`config.mk`:
```
export PLATFORM = sky130hd
export DESIGN_NAME = bitvec_encoder
export DESIGN_NICKNAME = d
export VERILOG_FILES = /design/src/rtl/bitvec_encoder.sv
export SDC_FILE = /design/constraint.sdc
export NUM_CORES = 1
export LEC_CHECK = 0
export CORE_ASPECT_RATIO = 1.75
export CORE_MARGIN = 2
export CORE_UTILIZATION = 55
export DETAILED_ROUTE_END_ITERATION = 6
export PLACE_DENSITY = 0.8
export SETUP_SLACK_MARGIN = 0.5
export SYNTH_ARGS = -nofsm -noshare
export SYNTH_HDL_FRONTEND = slang
export SYNTH_SLANG_ARGS = --single-unit
```
`constraint.sdc`:
```
create_clock -name clk -period 8.6 [get_ports clk]
set_input_delay 2.15 -clock clk [delete_from_list [all_inputs] [get_ports clk]]
set_output_delay 2.15 -clock clk [all_outputs]
set_load 0.005 [all_outputs]
```
`src/rtl/bitvec_encoder.sv`:
```
// Sequential priority encoder: accepts a bit vector and emits the index of each
// set bit, one per handshake, in LSB-first or MSB-first order.
module bitvec_encoder #(
  parameter int unsigned WIDTH     = 32,
  parameter int unsigned IDX_W     = 5,
  parameter bit          LSB_FIRST = 1'b1
) (
  input  logic             clk,
  input  logic             rst_n,
  input  logic             enable,
  input  logic             in_valid,
  output logic             in_ready,
  input  logic [WIDTH-1:0] in_vec,
  output logic             out_valid,
  input  logic             out_ready,
  output logic [IDX_W-1:0] opcode,
  output logic             out_last,
  output logic [IDX_W:0]   pending_cnt,
  output logic             zero_vec
);

  localparam int unsigned CW = IDX_W + 1;

  typedef enum logic {
    IDLE = 1'b0,
    SCAN = 1'b1
  } state_t;

  state_t           state;
  logic [WIDTH-1:0] pending;
  logic [IDX_W-1:0] pick;
  logic [CW-1:0]    in_cnt;
  logic             single;
  logic             accept;
  logic             retire;

  // Priority pick over the remaining bits; later loop hits override earlier ones.
  always_comb begin
    pick = '0;
    if (LSB_FIRST) begin
      for (int i = int'(WIDTH) - 1; i >= 0; i--) begin
        if (pending[i]) pick = IDX_W'(i);
      end
    end else begin
      for (int i = 0; i < int'(WIDTH); i++) begin
        if (pending[i]) pick = IDX_W'(i);
      end
    end
  end

  always_comb begin
    in_cnt = '0;
    for (int i = 0; i < int'(WIDTH); i++) begin
      in_cnt = in_cnt + CW'(in_vec[i]);
    end
  end

  assign single    = (pending != '0) && ((pending & (pending - WIDTH'(1))) == '0);
  assign in_ready  = rst_n && enable && (state == IDLE);
  assign out_valid = rst_n && enable && (state == SCAN);
  assign opcode    = (state == SCAN) ? pick : '0;
  assign out_last  = (state == SCAN) && single;
  assign accept    = in_valid && in_ready;
  assign retire    = out_valid && out_ready;

  always_ff @(posedge clk) begin
    if (!rst_n) begin
      state       <= IDLE;
      pending     <= '0;
      pending_cnt <= '0;
      zero_vec    <= 1'b0;
    end else begin
      // An all-zero vector is consumed in place and only reported by the pulse.
      zero_vec <= accept && (in_vec == '0);
      if (state == IDLE) begin
        if (accept && (in_vec != '0)) begin
          pending     <= in_vec;
          pending_cnt <= in_cnt;
          state       <= SCAN;
        end
      end else begin
        if (retire) begin
          pending     <= pending & ~(WIDTH'(1) << pick);
          pending_cnt <= pending_cnt - CW'(1);
          if (single) state <= IDLE;
        end
      end
    end
  end

endmodule

```
==> reports/qor.txt <==
H-tree Lvls: 2
startpoint types: primary input
CTS tree: built
number of max-cap violations: 0
worst setup path end: pending_cnt[4]
slew margin rel.: 27.2%
Gate Area: 2460 um^2
Setup TNS Final: 0 ps
Netlist cell types: 58
RSZ-0062 raised after global routing: no
Fin. Hold Viols: 0
IO buf count: 51
first-pass GRT wire length: 18.7 mm
inverter count: 46
reg2reg path depth: 8
Hold EP: pending_cnt[5]
full die area: 7100 um^2
Max Fanout on Critical Path: 3
Seq area share: 19.2%
Area after DPL: 4060 um^2
CP Capture Type: flip-flop
post-synthesis async set-or-reset flop share: 0%
post_cts resized: 0
Top cell area share: 22.7%
worst path arrival time: 7300 ps
P_seq: 0.214 mW
Internal: 0.593 mW
Post-synth top cells: 46 x inv_1, 42 x a21oi_1, 40 x dfxtp_1
pre-CTS setup slack: 1160 ps
nonclk buf count: 53
# Cells Yosys: 451
Synth-to-Final Area Change: 18.2%
number of enable flip-flop cells: 0
Yosys Chip Area: 3530 um^2
Worst EP required: 8750 ps
Psw: 0.476 mW
Final #Nets: 559
Initial Utilization: 57.1%
largest net degree at the start of global routing: 36
DRT Pass-1 Iters: 5
Finish-stage setup viols: 0
cell accounting for the most synthesized area: dfxtp_1
Flop pwr share: 20.0%
Worst Hold Depth: 2
CTS Sinks: 40
outcome: completed
final WL: 11.9 mm
clock group share of total power: 14.3%
YS warnings: 0
Remaining Overflow, GRT: 0
WS Path Type: in -> reg
Cells after Synth: 451
most frequent cell after synthesis: inv_1
PwrDens: 257 nW/um^2
share of layout cells above drive strength 1: 3.47%
Tot Pwr: 1.07 mW
Non-Filler Instances: 570
Design Area, Final: 4170 um^2
worst IR drop on VDD: 507 uV
initial antenna violation count: 0
clk_lat worst skew: 300 ps
Via density: 6.68
CTS Buf Count: 5
Combinational Power: 0.703 mW
Root Driver: clkbuf_8
die x size: 64.5 um
Final Max Tran Viols: 0
Flops: 40
Placed Cells incl. Taps: 562
core area: 6180 um^2
Mapped Area: 3530 um^2
#FFs+latches synth: 40
hold_buf cts: 0
Log Warnings: 27
PnR worst setup slack: 1450 ps
combinational share of cell area: 59.1%
Clk. pwr: 0.153 mW
DR WL/cell: 20.8 um
Tapcells: 80
[logic make-up (layout without fill, tap and decap cells)]
kind of cell               count (synthesis)  in the layout  synth area share (%)
adders and majority gates                 35             35                  17.4
muxes                                      7              7                  1.99
xor gates and xnor gates                   3              3                 0.745
DFF                                       40             40                  22.7
and+or+nand+nor                          147            147                  22.3
AOI/OAI and AO/OA                        151            151                  27.4
buffers and inverters                     68            107                  7.52
[critical path, stage by stage]
cell             delay [ps]
clkdlybuf4s50_1         620
inv_1                   100
fa_1                    480
fa_1                    490
inv_1                    50
fa_1                    470
inv_1                    50
fa_1                    460
fa_1                    520
fa_1                    500
inv_1                    40
ha_1                    190
inv_1                    70
fa_1                    200
inv_1                    50
a21o_1                  160
a21oi_1                 160
xor2_1                  220
a2bb2oi_1               100
o22ai_1                 160
nor2_1                   50
[cells in the final DEF (no fill, tap or decap), types with 7 or more instances in the layout]
| master | instances |
|---|---|
| inv_1 | 46 |
| a211oi_1 | 14 |
| nor3_1 | 15 |
| ha_1 | 9 |
| mux2i_1 | 7 |
| fa_1 | 24 |
| or3_1 | 9 |
| a31oi_1 | 9 |
| nor4_1 | 15 |
| and2_1 | 7 |
| nand2_1 | 29 |
| o21ai_0 | 27 |
| a22oi_1 | 9 |
| clkdlybuf4s50_1 | 51 |
| nand3_1 | 8 |
| nor2_1 | 33 |
| o211ai_1 | 8 |
| dfxtp_1 | 40 |
| a21oi_1 | 42 |
[registers in the layout (all words and copies together), names as in the netlist]
| name | cells |
|---|---|
| pending_cnt | 6 |
| pending | 32 |
| zero_vec | 1 |
| state | 1 |
[per-layer routing]
metal  routed length (um)  GRT usage (%)  vias to the layer above
met5                    0              0                        -
met4                  711           21.0                        0
met3                  797           3.58                       49
met2                 6320           64.7                      243
met1                 4050           39.3                     1794
li1                     -              -                     1720
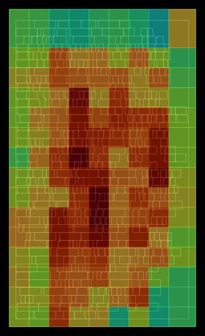
Figure 1: routing congestion.
met1 GRT Util: 39.3%
M2 GR Usage: 64.7%
GR Util All Layers: 35.4%

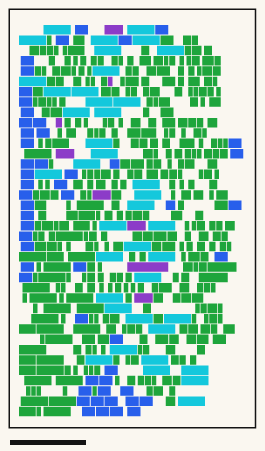
Figure 2: placement by cell class.
Scale bar: 20 um.
- flops: cyan (cells 40)
- all other logic: green (cells 389)
- other buffers and delay cells: blue (cells 53)
- clock drivers and dummy loads: purple (cells 8)

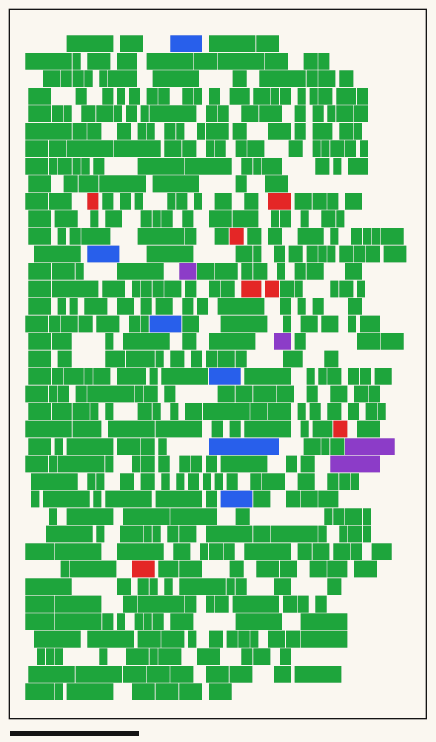
Figure 3: cells by drive strength.
Scale bar: 20 um.
- drive 6 and up: blue (cells 6; share 1.2%)
- drive 2: red (cells 7; share 1.4%)
- drive 3 to 4: purple (cells 4; share 0.82%)
- drive 1 or less: green (cells 473; share 97%)

Power and IR drop assume default switching activity.
